### Signal wires by layer, run 1

Drawn at 3 px/µm.
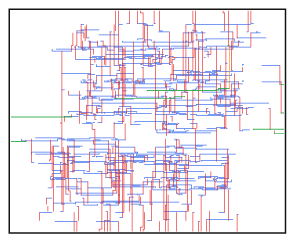
### Met3 routing, run 1

Drawn at 3 px/µm. Cells faint in the background.
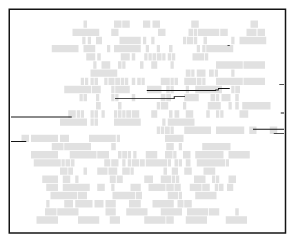
### Congestion heat map, run 1

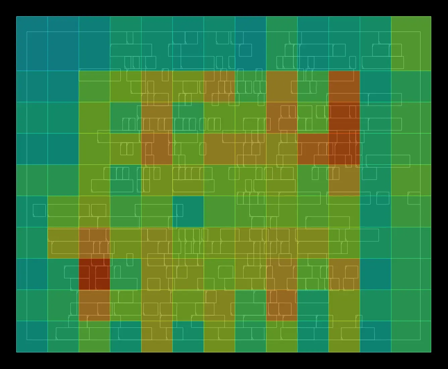
--- src/rtl/instr_seq_ctrl.sv ---
// Opcode-aware control sequencer: Moore strobes from registered state + latched opcode; NOP 3, JMP/JZ 4, others 5 cycles.
// Stalls in FETCH/MEM while mem_ready=0; optional MEM_TIMEOUT_EN bounds those waits and halts on expiry.
module instr_seq_ctrl #(
  parameter int OPC_W          = 4,
  parameter int CNT_W          = 16,
  parameter int TIMEOUT_CYCLES = 15
) (
  input  logic             clk,
  input  logic             rst_n,
  input  logic             start,
  input  logic [OPC_W-1:0] ir_opcode,
  input  logic             acc_zero,
  input  logic             mem_ready,
  output logic             mrd,
  output logic             mwr,
  output logic             ld_pc,
  output logic             inc_pc,
  output logic             ld_ir,
  output logic             ld_acc,
  output logic             alu_setup,
  output logic [2:0]       alu_op,
  output logic             busy,
  output logic             halted,
  output logic             illegal_op,
  output logic             mem_timeout,
  output logic [CNT_W-1:0] instr_count
);

  typedef enum logic [2:0] {
    S_IDLE    = 3'd0,
    S_FETCH   = 3'd1,
    S_LOAD_IR = 3'd2,
    S_DECODE  = 3'd3,
    S_EXEC    = 3'd4,
    S_MEM     = 3'd5,
    S_WB      = 3'd6,
    S_HALT    = 3'd7
  } state_t;

  localparam logic [OPC_W-1:0] OP_NOP = OPC_W'(4'h0);
  localparam logic [OPC_W-1:0] OP_LDA = OPC_W'(4'h1);
  localparam logic [OPC_W-1:0] OP_STA = OPC_W'(4'h2);
  localparam logic [OPC_W-1:0] OP_ADD = OPC_W'(4'h3);
  localparam logic [OPC_W-1:0] OP_XOR = OPC_W'(4'h7);
  localparam logic [OPC_W-1:0] OP_JMP = OPC_W'(4'h8);
  localparam logic [OPC_W-1:0] OP_JZ  = OPC_W'(4'h9);
  localparam logic [OPC_W-1:0] OP_HLT = OPC_W'(4'hF);

  state_t           r_state;
  state_t           w_next;
  logic [OPC_W-1:0] r_op;
  logic             r_illegal;
  logic [CNT_W-1:0] r_instr_count;
  logic             w_set_illegal;
  logic             w_count;
  logic             w_timeout;
  logic [OPC_W-1:0] w_alu_diff;
  logic             w_dec_alu;
  logic             w_op_alu;
  logic             w_in_wait;

  assign w_dec_alu  = (ir_opcode >= OP_ADD) && (ir_opcode <= OP_XOR);
  assign w_op_alu   = (r_op >= OP_ADD) && (r_op <= OP_XOR);
  assign w_alu_diff = r_op - OP_ADD;
  assign w_in_wait  = (r_state == S_FETCH) || (r_state == S_MEM);

`ifdef MEM_TIMEOUT_EN
  localparam int WAIT_W = $clog2(TIMEOUT_CYCLES + 1);

  logic [WAIT_W-1:0] r_wait_cnt;
  logic              r_timeout;

  // The cycle that would bring the count to TIMEOUT_CYCLES is the last one allowed.
  assign w_timeout = w_in_wait && !mem_ready &&
                     (r_wait_cnt == WAIT_W'(TIMEOUT_CYCLES - 1));

  always_ff @(posedge clk or negedge rst_n) begin
    if (!rst_n) begin
      r_wait_cnt <= '0;
      r_timeout  <= 1'b0;
    end else begin
      if (w_in_wait && !mem_ready) r_wait_cnt <= r_wait_cnt + 1'b1;
      else                         r_wait_cnt <= '0;
      if (w_timeout) r_timeout <= 1'b1;
    end
  end

  assign mem_timeout = r_timeout;
`else
  logic w_unused_cfg;
  assign w_unused_cfg = (TIMEOUT_CYCLES == 0);
  assign w_timeout    = 1'b0;
  assign mem_timeout  = 1'b0;
`endif

  always_comb begin
    w_next        = r_state;
    w_set_illegal = 1'b0;
    case (r_state)
      S_IDLE:    if (start) w_next = S_FETCH;
      S_FETCH: begin
        if (mem_ready)      w_next = S_LOAD_IR;
        else if (w_timeout) w_next = S_HALT;
      end
      S_LOAD_IR: w_next = S_DECODE;
      S_DECODE: begin
        if (ir_opcode == OP_NOP)                             w_next = S_FETCH;
        else if (w_dec_alu)                                  w_next = S_EXEC;
        else if (ir_opcode == OP_LDA || ir_opcode == OP_STA) w_next = S_MEM;
        else if (ir_opcode == OP_JMP || ir_opcode == OP_JZ)  w_next = S_WB;
        else if (ir_opcode == OP_HLT)                        w_next = S_HALT;
        else begin
          w_next        = S_HALT;
          w_set_illegal = 1'b1;
        end
      end
      S_EXEC:    w_next = S_WB;
      S_MEM: begin
        if (mem_ready)      w_next = S_WB;
        else if (w_timeout) w_next = S_HALT;
      end
      S_WB:      w_next = S_FETCH;
      S_HALT:    w_next = S_HALT;
      default:   w_next = S_IDLE;
    endcase
  end

  assign w_count = (w_next == S_FETCH) && ((r_state == S_DECODE) || (r_state == S_WB));

  always_ff @(posedge clk or negedge rst_n) begin
    if (!rst_n) begin
      r_state       <= S_IDLE;
      r_op          <= '0;
      r_illegal     <= 1'b0;
      r_instr_count <= '0;
    end else begin
      r_state <= w_next;
      if (r_state == S_DECODE) r_op <= ir_opcode;
      if (w_set_illegal)       r_illegal <= 1'b1;
      if (w_count)             r_instr_count <= r_instr_count + 1'b1;
    end
  end

  // Strobes see only registered state, so ir_opcode changes cannot reach them.
  always_comb begin
    mrd       = 1'b0;
    mwr       = 1'b0;
    ld_pc     = 1'b0;
    inc_pc    = 1'b0;
    ld_ir     = 1'b0;
    ld_acc    = 1'b0;
    alu_setup = 1'b0;
    alu_op    = 3'd0;
    case (r_state)
      S_FETCH:   mrd = 1'b1;
      S_LOAD_IR: begin
        ld_ir  = 1'b1;
        inc_pc = 1'b1;
      end
      S_EXEC: begin
        alu_setup = 1'b1;
        alu_op    = w_alu_diff[2:0];
      end
      S_MEM: begin
        mrd = (r_op == OP_LDA);
        mwr = (r_op == OP_STA);
      end
      S_WB: begin
        ld_acc = (r_op == OP_LDA) || w_op_alu;
        ld_pc  = (r_op == OP_JMP) || ((r_op == OP_JZ) && acc_zero);
      end
      default: ;
    endcase
  end

  assign busy        = (r_state != S_IDLE) && (r_state != S_HALT);
  assign halted      = (r_state == S_HALT);
  assign illegal_op  = r_illegal;
  assign instr_count = r_instr_count;

endmodule
--- config.mk ---
export PLATFORM = sky130hd
export DESIGN_NAME = instr_seq_ctrl
export DESIGN_NICKNAME = d
export VERILOG_FILES = /design/src/rtl/instr_seq_ctrl.sv
export SDC_FILE = /design/constraint.sdc
export NUM_CORES = 1
export LEC_CHECK = 0
export ABC_AREA = 1
export CAP_MARGIN = 20
export CORE_ASPECT_RATIO = 0.8
export CORE_MARGIN = 2
export CORE_UTILIZATION = 25
export CTS_CLUSTER_SIZE = 14
export DETAILED_ROUTE_END_ITERATION = 10
export PLACE_DENSITY = 0.43
export SLEW_MARGIN = 15
export SYNTH_ARGS = -nofsm -noshare
export SYNTH_HDL_FRONTEND = slang
export SYNTH_SLANG_ARGS = --single-unit
--- constraint.sdc ---
create_clock -name clk -period 1.6 [get_ports clk]
set_input_delay 0.24 -clock clk [delete_from_list [all_inputs] [get_ports clk]]
set_output_delay 0.24 -clock clk [all_outputs]
set_load 0.05 [all_outputs]
==> summary.txt, run 1 <==
run results: cell type with the highest aggregate area in the netlist=sky130_fd_sc_hd__dfrtp_1, drt initial violations=about 42, Worst path top cell family by delay=flip-flops, met2 routed WL=approximately 1800 µm, required time at the worst-slack endpoint=1.36 ns, area occupied by registers=607 µm², CP Buf/Inv Count=1, leakage power=between 1 and 1.5 nW, Post-Place Worst Slack=-0.0289 ns, number of buffers inserted by post-CTS setup repair=2, yosys xor share=0.0342, Top cell area share=0.391, gp weighted congestion=about 0.79, met2 track utilization from global routing=0.175, CP Launch Point=r_op[0], fraction of met1 tracks used by global routing=0.183, number of filler instances in the final layout=~600, final sequential cell count=24, element type at the critical path start=register, prevailing logic family in the synthesized netlist=simple AND/OR/NAND/NOR gates, largest clock skew in the final design=between 0.003 and 0.004 ns, multi-input combinational cell count=~160, Placement Rows=25, Final Worst Setup Slack=-0.0984 ns, fmax=589 MHz, detailed-placement wirelength estimate=a little over 3000 µm, Max power group=combinational logic, flop and latch count out of synthesis=24, arrival time of the worst setup path=between 1 and 1.5 ns, total global routing track utilization=0.119, number of global-route vias before repair=between 1000 and 1500, Clock power frac=0.080, first-pass GRT wire length=approximately 6400 µm, Int Pwr=2.27 mW, number of max-cap violations=0, number of flip-flops under the largest register name=16, Clk Latency, worst-skew pair=0.26 ns, Core Util at FP=0.260, # Cells Yosys=~210, type of the most critical hold path=in2async, total number of H-tree levels=1, critical path depth in cells=5, Critical Path End Type=output port, remaining number of nets flagged by the antenna check after routing=0, slowest cell delay on critical path=between 0.4 and 0.5 ns, overall power after layout=4.57 mW, setup repair after global routing missed its margin=yes, area fraction of clock buffers and clock inverters=0.0184, Worst Setup Path Type=reg2out, total standard cell area after synthesis=approximately 0.0015 mm², maximum fanout along the worst path=2, fraction of layout instances using a drive strength above 1=0.365, power drawn by the sequential cells=around 1.1 mW, R2R Setup Slk=around 0.1 ns, worst hold-check slack=around 0.33 ns, Seq area share=0.248, fraction of area in multi-input gates=0.391, synthesized instance count=208, cell types with the highest counts after synthesis=sky130_fd_sc_hd__nand2_1 (71), sky130_fd_sc_hd__nor2_1 (30), sky130_fd_sc_hd__dfrtp_1 (24), Post-CTS Hold Buffers=0, number of different library cells in the post-synthesis netlist=31, power density relative to cell area=1870 mW/mm², Final Max Tran Viols=0, number of non-clock buffers in the layout=between 50 and 60, Seq share, synth=0.391, Max Buffers Root-to-Sink=2, EDFF count, synth=0, r2r endpoint=instr_count[10], clock transition at the registers of the reported paths=~0.08 ns, CP max-delay cell=sky130_fd_sc_hd__dfrtp_1, CLK BUF=4, Chip Width=slightly above 90 µm, highest routed metal layer=met4, Setup TNS=-0.467 ns, synthesized area divided by synthesized cell count=7.38 µm², most used standard cell by instance count after synthesis=sky130_fd_sc_hd__nand2_1, MUX share of area=0.00733, placed cells=between 300 and 400, detailed-routing wirelength on met1=between 2000 and 2500 µm, violated checks=setup timing, # setup viols final=6, number of antenna violations at the first check in global routing=0, sequential share of power=0.235, number of gates given a new drive strength after cts=21, Floorplan Nets=around 220, final critical-path required period=around 1.7 ns, tap cell instance count=~81, result of the run=finished with violations, largest net degree at the start of global routing=25, commonest cells after routing, fill and taps aside=sky130_fd_sc_hd__nand2_1 (69), sky130_fd_sc_hd__buf_4 (30), sky130_fd_sc_hd__nor2_1 (22)
Notes on 'Signal wires by layer' above:
| layer | colour | wire length |
|---|---|---|
| met3 | green | 92.1 µm |
| met2 | red | 1760 µm |
| met1 | blue | 2090 µm |
| met4 | orange | 14.3 µm |

Notes on 'Met3 routing' above:
wire length on this layer: 92.1 µm
longest straight run: 22.8 µm
main direction: horizontal
share of all routed wire: 2.3%
nets with wire on the layer: 8
Final Routed Wirelength: 3950 µm
met3 routing resource usage after global routing: 0.0243
total vias in the final route: 1406

Notes on 'Congestion heat map' above:
gr busiest metal: met1
average wire length per cell after detail routing: 11.5 µm

### Clock wires, drivers and flops, run 1

Drawn at 4 px/µm.
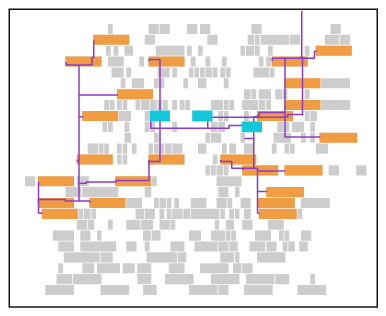

--- run 2 (diff from run 1) ---
- ABC_AREA: 1 -> unset
- CAP_MARGIN: 20 -> unset
- PLACE_DENSITY: 0.43 -> 0.45
### Clock wires, drivers and flops, run 2

Drawn at 4 px/µm.
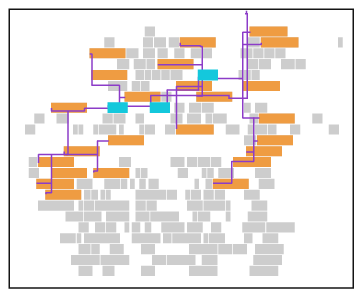
[flip-flops] orange | count: 24
[clock wires] purple | length: 297 µm
[cells driving clock nets] cyan | count: 3
routed clock nets: 4

### Sequential cells coloured by netlist name, run 2

Drawn at 3 px/µm. Other sequential cells in the stronger grey, the rest of the logic in the fainter grey.
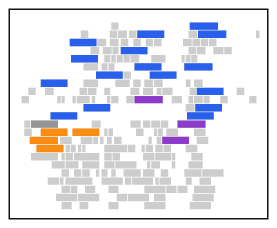
| netlist name | colour | sequential cells |
|---|---|---|
| `r_state` | purple | 3 |
| `r_op` | orange | 4 |
| `instr_count` | blue | 16 |
not coloured: 1
area occupied by registers: 608 µm²
Seq area share: 0.278

==> summary.txt, run 2 <==
run results: Chip Width=roughly 86 µm, Worst Setup Path Type=reg2out, setup repair after global routing missed its margin=yes, Floorplan Nets=between 100 and 150, number of flip-flops under the largest register name=16, number of antenna violations at the first check in global routing=0, area fraction in and, or, nand and nor cells=0.257, r2r endpoint=instr_count[12], element type at the critical path start=register, CLK BUF=4, MUX share of area=0.0169, multi-input combinational cell count=about 99, maximum fanout along the worst path=3, CP Buf/Inv Count=2, gr busiest metal=met2, Final Max Tran Viols=0, Placement Rows=23, Final Routed Wirelength=~3200 µm, gp weighted congestion=~0.7, number of non-clock buffers in the layout=58, Core Util at FP=0.263, cell type with the highest aggregate area in the netlist=sky130_fd_sc_hd__dfrtp_1, number of filler instances in the final layout=a little under 500, tap cell instance count=slightly above 60, Post-Place Worst Slack=-0.198 ns, drt initial violations=36, number of global-route vias before repair=about 1200, final sequential cell count=24, Post-CTS Hold Buffers=0, arrival time of the worst setup path=1.47 ns, largest net degree at the start of global routing=25, met2 routed WL=1530 µm, sequential share of power=0.279, Max power group=combinational logic, R2R Setup Slk=approximately 0.12 ns, number of gates given a new drive strength after cts=21, commonest cells after routing, fill and taps aside=sky130_fd_sc_hd__buf_4 (34), sky130_fd_sc_hd__dfrtp_1 (18), sky130_fd_sc_hd__nand2_1 (12), sky130_fd_sc_hd__xnor2_1 (12), sky130_fd_sc_hd__buf_12 (12), yosys xor share=0.112, leakage power=between 0.9 and 1 nW, placed cells=between 200 and 250, Final Worst Setup Slack=-0.114 ns, cell types with the highest counts after synthesis=sky130_fd_sc_hd__dfrtp_1 (24), sky130_fd_sc_hd__nand2_1 (14), sky130_fd_sc_hd__xnor2_1 (12), Worst path top cell family by delay=flip-flops, type of the most critical hold path=in2async, critical path depth in cells=5, first-pass GRT wire length=5700 µm, met2 track utilization from global routing=0.180, fmax=~600 MHz, met3 routing resource usage after global routing=0.0238, total global routing track utilization=0.117, prevailing logic family in the synthesized netlist=simple AND/OR/NAND/NOR gates, remaining number of nets flagged by the antenna check after routing=0, required time at the worst-slack endpoint=roughly 1.4 ns, final critical-path required period=1.71 ns, Seq share, synth=0.451, total vias in the final route=1119, power density relative to cell area=between 1500 and 2000 mW/mm², fraction of layout instances using a drive strength above 1=0.489, number of buffers inserted by post-CTS setup repair=6, # setup viols final=5, synthesized area divided by synthesized cell count=between 9 and 10 µm², largest clock skew in the final design=0.00436 ns, area fraction of clock buffers and clock inverters=0.0251, total standard cell area after synthesis=0.00133 mm², CP max-delay cell=sky130_fd_sc_hd__dfrtp_1, overall power after layout=roughly 3.4 mW, detailed-routing wirelength on met1=between 1500 and 2000 µm, fraction of area in multi-input gates=0.372, average wire length per cell after detail routing=roughly 13 µm, Critical Path End Type=output port, power drawn by the sequential cells=roughly 0.94 mW, most used standard cell by instance count after synthesis=sky130_fd_sc_hd__dfrtp_1, Max Buffers Root-to-Sink=2, detailed-placement wirelength estimate=between 2000 and 2500 µm, number of max-cap violations=0, switching component of the power=around 1.5 mW, Top cell area share=0.451, flop and latch count out of synthesis=24, worst hold-check slack=between 0.3 and 0.4 ns, CTS tree=done, violated checks=setup timing, result of the run=finished with violations, Clock power frac=0.119, CP Launch Point=r_op[1]
### Congestion heat map, run 2

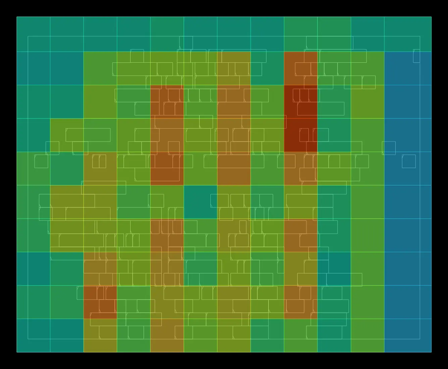

--- run 3 (diff from run 2) ---
- PLACE_DENSITY: 0.45 -> 0.46
- clock period: 1.6 -> 1.5 ns (I/O delays scaled with it)
### Congestion heat map, run 3

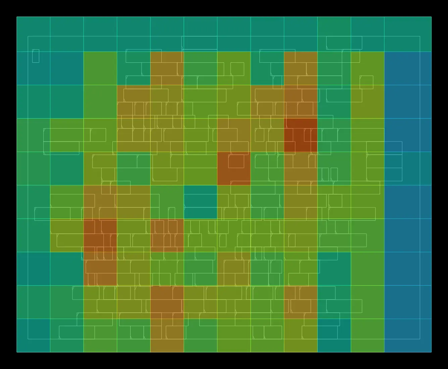
Final Util: 0.493
average wire length per cell after detail routing: 13.6 µm

### Signal wires by layer, run 3

Drawn at 3 px/µm.
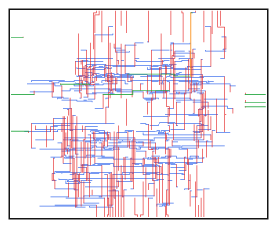
| layer | colour | wire length |
|---|---|---|
| met1 | blue | 1630 µm |
| met3 | green | 92.2 µm |
| met2 | red | 1720 µm |
| met4 | orange | 21.1 µm |
Final Routed Wirelength: 3460 µm
total vias in the final route: 1129
total global routing track utilization: 0.118

==> summary.txt, run 3 <==
run results: synthesized instance count=134, number of antenna violations at the first check in global routing=0, cell types with the highest counts after synthesis=sky130_fd_sc_hd__dfrtp_1 (24), sky130_fd_sc_hd__nand2_1 (14), sky130_fd_sc_hd__xnor2_1 (12), required time at the worst-slack endpoint=1.27 ns, detailed-routing wirelength on met1=around 1600 µm, largest net degree at the start of global routing=25, power drawn by the sequential cells=roughly 1.1 mW, gr busiest metal=met2, # Cells Yosys=roughly 130, tap cell instance count=about 62, EDFF count, synth=0, result of the run=finished with violations, CLK BUF=3, critical path depth in cells=5, first-pass GRT wire length=~5700 µm, Max Buffers Root-to-Sink=2, Floorplan Nets=about 150, Clock power frac=0.137, type of the most critical hold path=in2async, # setup viols final=9, number of buffers inserted by post-CTS setup repair=6, remaining number of nets flagged by the antenna check after routing=0, area fraction in and, or, nand and nor cells=0.257, R2R Setup Slk=approximately 0.070 ns, total number of H-tree levels=1, CP Buf/Inv Count=2, Worst path top cell family by delay=flip-flops, drt initial violations=30, maximum fanout along the worst path=4, Placement Rows=23, CP max-delay cell=sky130_fd_sc_hd__dfrtp_2, largest clock skew in the final design=0.00588 ns, Final Worst Setup Slack=-0.233 ns, setup repair after global routing missed its margin=yes, Max power group=combinational logic, Int Pwr=approximately 2.4 mW, switching component of the power=1.71 mW, fmax=about 580 MHz, commonest cells after routing, fill and taps aside=sky130_fd_sc_hd__buf_12 (28), sky130_fd_sc_hd__buf_4 (21), sky130_fd_sc_hd__xnor2_1 (12), sky130_fd_sc_hd__dfrtp_1 (12), sky130_fd_sc_hd__dfrtp_2 (12), Chip Width=between 80 and 90 µm, area fraction of clock buffers and clock inverters=0.0286, Post-CTS Hold Buffers=0, prevailing logic family in the synthesized netlist=simple AND/OR/NAND/NOR gates, Seq area share=0.246, number of max-cap violations=0, synthesized area divided by synthesized cell count=around 9.9 µm², highest routed metal layer=met4, Setup TNS=-1.14 ns, leakage power=around 1.1 nW, violated checks=setup timing, detailed-placement wirelength estimate=2480 µm, number of non-clock buffers in the layout=62, CTS tree=done, Final Max Tran Viols=0, Core Util at FP=0.263, met2 track utilization from global routing=0.195, Worst Setup Path Type=reg2out, arrival time of the worst setup path=1.51 ns, slowest cell delay on critical path=about 0.46 ns, gp weighted congestion=0.770, number of flip-flops under the largest register name=16, area occupied by registers=around 620 µm², flop and latch count out of synthesis=24, Post-Place Worst Slack=-0.320 ns, number of global-route vias before repair=roughly 1200, Critical Path End Type=output port, MUX share of area=0.0169, Top cell area share=0.451, sequential share of power=0.261, number of different library cells in the post-synthesis netlist=33, multi-input combinational cell count=~100
No activity file was given, so power comes from the tool's default toggle rates.
